`src/rtl/alu_pkg.sv`:
```
// Shared opcode constants, FSM state encoding and sizing helper for the
// sequential logic unit.
package alu_pkg;

    localparam logic [1:0] OP_AND = 2'b00;
    localparam logic [1:0] OP_OR  = 2'b01;
    localparam logic [1:0] OP_XOR = 2'b10;
    localparam logic [1:0] OP_NOR = 2'b11;

    typedef enum logic [1:0] {
        IDLE = 2'd0,
        BUSY = 2'd1,
        DONE = 2'd2
    } state_t;

    // Slice index width: ceil(log2(n)), never less than one bit.
    function automatic int idx_width(input int n);
        return (n > 1) ? $clog2(n) : 1;
    endfunction

endpackage

```
`src/rtl/logic_slice.sv`:
```
// One SLICE-bit chunk of the bitwise operation plus its all-zero flag.
module logic_slice
    import alu_pkg::*;
#(
    parameter int SLICE = 16
) (
    input  logic [1:0]       op,
    input  logic [SLICE-1:0] a_s,
    input  logic [SLICE-1:0] b_s,
    output logic [SLICE-1:0] y_s,
    output logic             y_zero
);

    always_comb begin
        y_s = '0;
        case (op)
            OP_AND:  y_s = a_s & b_s;
            OP_OR:   y_s = a_s | b_s;
            OP_XOR:  y_s = a_s ^ b_s;
            default: y_s = ~(a_s | b_s);
        endcase
    end

    assign y_zero = (y_s == '0);

endmodule

```
`src/rtl/seq_logic_unit.sv`:
```
// Multi-cycle bitwise logic unit: accepts WIDTH-bit operands, evaluates one
// SLICE-bit chunk per clock, then presents result and zero flag until taken.
module seq_logic_unit
    import alu_pkg::*;
#(
    parameter int WIDTH = 64,
    parameter int SLICE = 16
) (
    input  logic             clk,
    input  logic             rst_n,
    input  logic             in_valid,
    output logic             in_ready,
    input  logic [1:0]       op,
    input  logic [WIDTH-1:0] a,
    input  logic [WIDTH-1:0] b,
    output logic             out_valid,
    input  logic             out_ready,
    output logic [WIDTH-1:0] result,
    output logic             zero
);

    localparam int N     = WIDTH / SLICE;
    localparam int IDX_W = idx_width(N);
    localparam logic [IDX_W-1:0] LAST_IDX = IDX_W'(N - 1);

    state_t           state_q;
    logic [WIDTH-1:0] a_q, b_q;
    logic [1:0]       op_q;
    logic [IDX_W-1:0] idx_q;
    logic [WIDTH-1:0] result_q, result_d;
    logic             zacc_q, zacc_d;
    logic             zero_q;

    logic [SLICE-1:0] a_s, b_s, y_s;
    logic             y_zero;

    assign a_s = a_q[idx_q*SLICE +: SLICE];
    assign b_s = b_q[idx_q*SLICE +: SLICE];

    logic_slice #(.SLICE(SLICE)) u_slice (
        .op     (op_q),
        .a_s    (a_s),
        .b_s    (b_s),
        .y_s    (y_s),
        .y_zero (y_zero)
    );

    always_comb begin
        result_d = result_q;
        result_d[idx_q*SLICE +: SLICE] = y_s;
        zacc_d = zacc_q & y_zero;
    end

    always_ff @(posedge clk or negedge rst_n) begin
        if (!rst_n) begin
            state_q  <= IDLE;
            a_q      <= '0;
            b_q      <= '0;
            op_q     <= OP_AND;
            idx_q    <= '0;
            result_q <= '0;
            zacc_q   <= 1'b0;
            zero_q   <= 1'b0;
        end else begin
            case (state_q)
                IDLE: begin
                    if (in_valid) begin
                        a_q     <= a;
                        b_q     <= b;
                        op_q    <= op;
                        idx_q   <= '0;
                        zacc_q  <= 1'b1;
                        state_q <= BUSY;
                    end
                end
                BUSY: begin
                    result_q <= result_d;
                    // Index parks on the last slice; the next accept rewinds it.
                    if (idx_q == LAST_IDX) begin
                        zero_q  <= zacc_d;
                        state_q <= DONE;
                    end else begin
                        zacc_q <= zacc_d;
                        idx_q  <= idx_q + IDX_W'(1);
                    end
                end
                DONE: begin
                    if (out_ready) begin
                        state_q <= IDLE;
                    end
                end
                default: state_q <= IDLE;
            endcase
        end
    end

    assign in_ready  = (state_q == IDLE);
    assign out_valid = (state_q == DONE);
    assign result    = result_q;
    assign zero      = zero_q;

endmodule

```
`config.mk`:
```
export PLATFORM = sky130hd
export DESIGN_NAME = seq_logic_unit
export DESIGN_NICKNAME = d
export VERILOG_FILES = /design/src/rtl/alu_pkg.sv /design/src/rtl/logic_slice.sv /design/src/rtl/seq_logic_unit.sv
export SDC_FILE = /design/constraint.sdc
export NUM_CORES = 1
export LEC_CHECK = 0
export ABC_AREA = 1
export ABC_CLOCK_PERIOD_IN_PS = 3300
export CORE_MARGIN = 4
export CORE_UTILIZATION = 40
export CTS_CLUSTER_SIZE = 28
export DETAILED_ROUTE_END_ITERATION = 8
export GPL_TIMING_DRIVEN = 1
export MAX_ROUTING_LAYER = met4
export PLACE_DENSITY = 0.65
export SYNTH_ARGS = -nofsm -noshare
export SYNTH_HDL_FRONTEND = slang
export SYNTH_SLANG_ARGS = --single-unit
export TNS_END_PERCENT = 5
```
`constraint.sdc`:
```
create_clock -name clk -period 3.3 [get_ports clk]
set_input_delay 0.33 -clock clk [delete_from_list [all_inputs] [get_ports clk]]
set_output_delay 0.33 -clock clk [all_outputs]
set_load 0.02 [all_outputs]
```
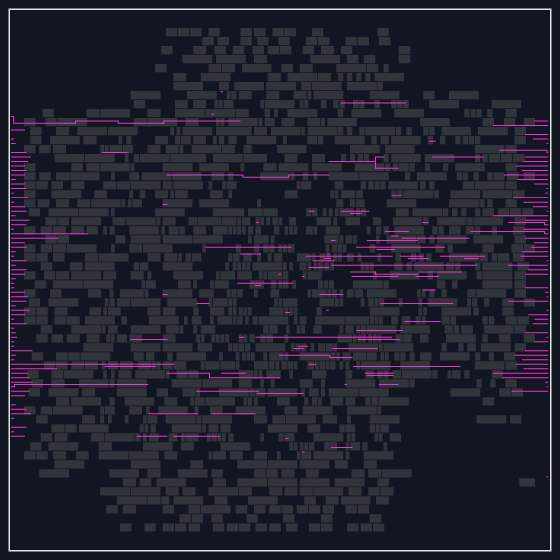
Fig. 1. M3 wires (run 1).
Cells faint in the background.
share of all routed wire: 6.0%
longest straight run: 49.0 um

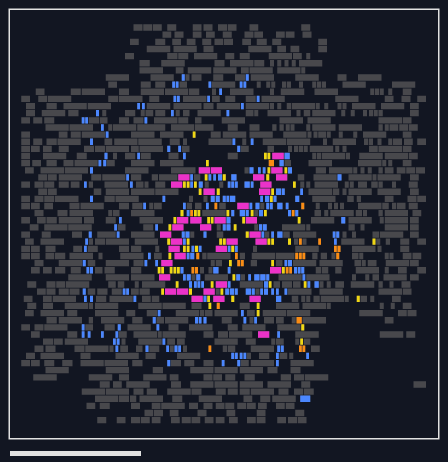
Fig. 2. Gate families picked out (run 1).
Bar = 50 um.
legend:
  inv cells:
    colour: yellow
    cells: 68
    where: centre
  fa/ha/maj cells:
    colour: magenta
    cells: 37
    where: centre
  nand cells:
    colour: blue
    cells: 202
  nor cells:
    colour: orange
    cells: 26

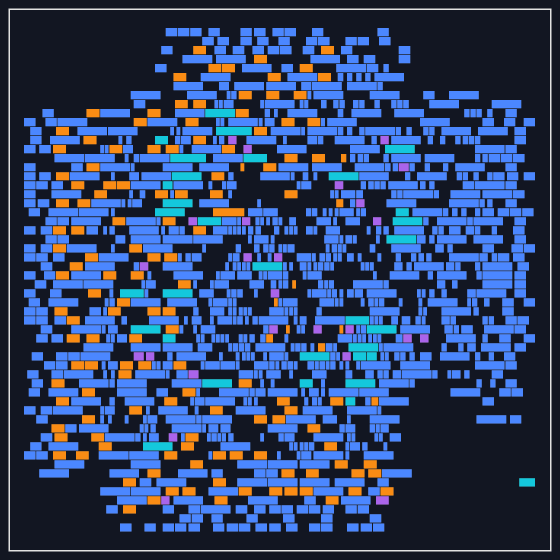
Fig. 3. Cells by drive strength (run 1).
legend:
  x2:
    colour: orange
    cells: 139
    most_used: mux2_2
  x6 and larger:
    colour: cyan
    cells: 32
    most_used: clkbuf_16
  x3 and x4:
    colour: purple
    cells: 25
    most_used: buf_4
  x1 and smaller:
    colour: blue
    cells: 938
Synth-to-Final Area Change: 31.0%
buffer count excluding the clock tree in the final layout: 224
design area: 12600 um2

==> out/results.tsv, run 1 <==
metric	value	unit
slew margin rel.	43.6	%
highest net fanout along the worst path	36	
Total GRT Usage	20.4	%
most used cell along the critical path	nor2_1	
TritonRoute pass-1 iters	5	
max capacitance violation total	0	
xor+xnor area frac	0	%
number of design rule violations left after detail routing	0	
Seq/total area	39.7	%
pwr dens	1010	nW/um2
synthesized instance count	941	
share of final layout cell area taken by clock buffers and inverters	4.82	%
combined area of the multi-input logic cells	4090	um2
kind of end point of the critical path	flip-flop	
top power consumer group	combinational logic	
setup slack of the worst register-to-register path	0.44	ns
leading cell types by count after synthesis	dfrtp_1 (200), nand2_1 (162), o21ai_0 (129)	
routed length on met3	1580	um
chip area in the Yosys report	9620	um2
number of clock buffers in the layout	17	
total of buffers placed on input and output ports	200	
Max Buffers Root-to-Sink	2	
result of the run	complete, no violations	
Power Clock	2.19	mW
power in combinational cells	6.34	mW
number of enable flip-flop cells	0	
total power of the final layout	12.8	mW
final-layout fill cell count	2091	
die span in y	163	um
area of the mapped netlist	9620	um2
area-dominant cell class after layout	flip-flops and latches	
total number of H-tree levels	4	
net switching fraction of the power	42.2	%
number of top-level design ports	201	
Total Negative Setup Slacks	0	ns
DR vias	7532	
setup skew after layout	0.0111	ns
endpoint of the lowest-slack register-to-register path	zacc_q$_DFFE_PN0P_	
HPWL after detailed placement	19000	um
Flop Count	200	
net switching power figure	5.40	mW
vias in the first global route	7563	
depth of the most critical reg-to-reg path	14	
clock tree from TritonCTS	yes	
peak per-stage delay on the critical path	0.44	ns
Chip Footprint	26600	um2
Synth Seq Share	52.0	%
placed inst area	12000	um2
number of synthesis warnings	0	
CP Launch Type	flip-flop	
share of synthesized cell area in and, or, nand and nor gates	9.77	%
wire length reported by the detailed router	26200	um
synthesized-area fraction occupied by ao, oa, aoi and oai cells	12.9	%
initial antenna violation count	1	
global route hottest layer	met2	
wire per inst	18.0	um
relative contribution of the clock network to total power	17.1	%
master cell of the clock root buffer	clkbuf_16	
worst path required time	3.67	ns
number of rows created at floorplan	56	
maximum clock frequency	0.349	GHz
total placed cells including tap cells	1421	
total count of hold-check failures in the final report	0	
pin count of the biggest net entering global routing	105	
minimum setup slack in the final design	0.437	ns
number of cells in the yosys synthesis report	941	
met2 Resource Use GR	31.2	%
Mean Syn Cell Area	10.2	um2
leading cell types by total area after synthesis	dfrtp_1 (52%), mux2_2 (15%), o21ai_0 (6.7%)	
transition at the pin with the smallest max-transition slack	0.845	ns
top-count cell post-synth	dfrtp_1	
count of inserted antenna diode cells	1	
slowest CP cell	dfrtp_1	
multi-input gates	610	
==> run 1 -> run 2 <==
- ABC_CLOCK_PERIOD_IN_PS: 3300 -> 3240
- CORE_MARGIN: 4 -> 5
- CORE_UTILIZATION: 40 -> 52
- PLACE_DENSITY: 0.65 -> 0.81
- clock period: 3.3 -> 3.24 ns (I/O delays scaled with it)
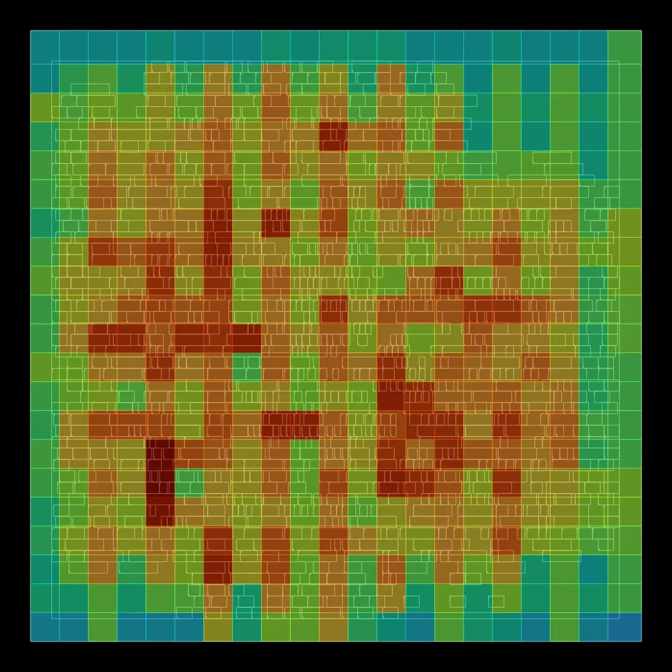
Fig. 4. Congestion heat map (run 2).
wire per inst: 18.4 um
met3 track utilization from global routing: 5.70%

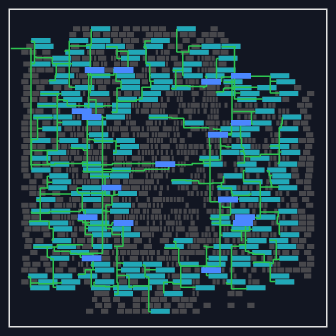
Fig. 5. Routed clock nets over the placement (run 2).
legend:
  clock wires:
    colour: green
    length: 2100 um
  clock-net drivers:
    colour: blue
    count: 17
  flip-flops:
    colour: cyan
    count: 200
flops lie: all over the die
clk_lat worst skew: 0.43 ns
Power Clock: 2.14 mW
setup skew after layout: 0.00906 ns
relative contribution of the clock network to total power: 16.5%

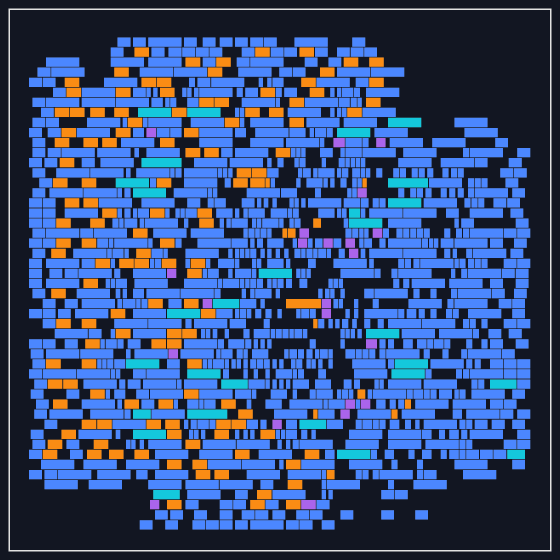
Fig. 6. Cells by drive strength (run 2).
legend:
  x1 and smaller:
    colour: blue
    cells: 940
  x2:
    colour: orange
    cells: 140
    most_used: mux2_2
  x3 and x4:
    colour: purple
    cells: 22
    most_used: buf_4
  x6 and larger:
    colour: cyan
    cells: 28
    most_used: clkbuf_16

==> run 2 against run 1 <==
Power is 1.3% higher. Critical endpoint unchanged. Cell count down 6.5%. Critical path type unchanged. Critical path depth did not move. Area after synthesis stayed put. Worst setup slack lost 0.019 ns. Largest cell class unchanged. Maximum frequency increased by 1.5%.
==> out/results.tsv, run 2 <==
metric	value	unit
result of the run	complete, no violations	
combined area of the multi-input logic cells	4090	um2
synthesized instance count	941	
area of the mapped netlist	9620	um2
share of synthesized cell area in and, or, nand and nor gates	9.77	%
transition at the pin with the smallest max-transition slack	0.771	ns
worst path required time	3.59	ns
number of top-level design ports	201	
number of enable flip-flop cells	0	
slowest CP cell	buf_4	
clock tree from TritonCTS	yes	
kind of end point of the critical path	flip-flop	
count of inserted antenna diode cells	1	
CP Launch Type	flip-flop	
leading cell types by count after synthesis	dfrtp_1 (200), nand2_1 (162), o21ai_0 (129)	
Mean Syn Cell Area	10.2	um2
setup slack of the worst register-to-register path	0.42	ns
number of synthesis warnings	0	
initial antenna violation count	1	
placed inst area	11900	um2
TritonRoute pass-1 iters	5	
net switching power figure	5.37	mW
top power consumer group	combinational logic	
depth of the most critical reg-to-reg path	14	
minimum setup slack in the final design	0.418	ns
power in combinational cells	6.45	mW
endpoint of the lowest-slack register-to-register path	zacc_q$_DFFE_PN0P_	
multi-input gates	610	
share of final layout cell area taken by clock buffers and inverters	4.75	%
total placed cells including tap cells	1328	
Max Buffers Root-to-Sink	2	
design area	12500	um2
synthesized-area fraction occupied by ao, oa, aoi and oai cells	12.9	%
xor+xnor area frac	0	%
highest net fanout along the worst path	54	
buffer count excluding the clock tree in the final layout	222	
vias in the first global route	7721	
met2 Resource Use GR	37.1	%
total power of the final layout	13.0	mW
peak per-stage delay on the critical path	0.45	ns
Seq/total area	40.1	%
Synth-to-Final Area Change	29.6	%
area-dominant cell class after layout	flip-flops and latches	
max capacitance violation total	0	
Synth Seq Share	52.0	%
wire length reported by the detailed router	25100	um
number of rows created at floorplan	49	
pin count of the biggest net entering global routing	85	
number of clock buffers in the layout	19	
Total Negative Setup Slacks	0	ns
number of design rule violations left after detail routing	0	
most used cell along the critical path	nor2_1	
Flop Count	200	
total of buffers placed on input and output ports	200	
routed length on met3	2090	um
global route hottest layer	met2	
net switching fraction of the power	41.5	%
Chip Footprint	21300	um2
die span in y	146	um
maximum clock frequency	0.354	GHz
top-count cell post-synth	dfrtp_1	
final-layout fill cell count	1335	
total count of hold-check failures in the final report	0	
Power and IR drop assume default switching activity.
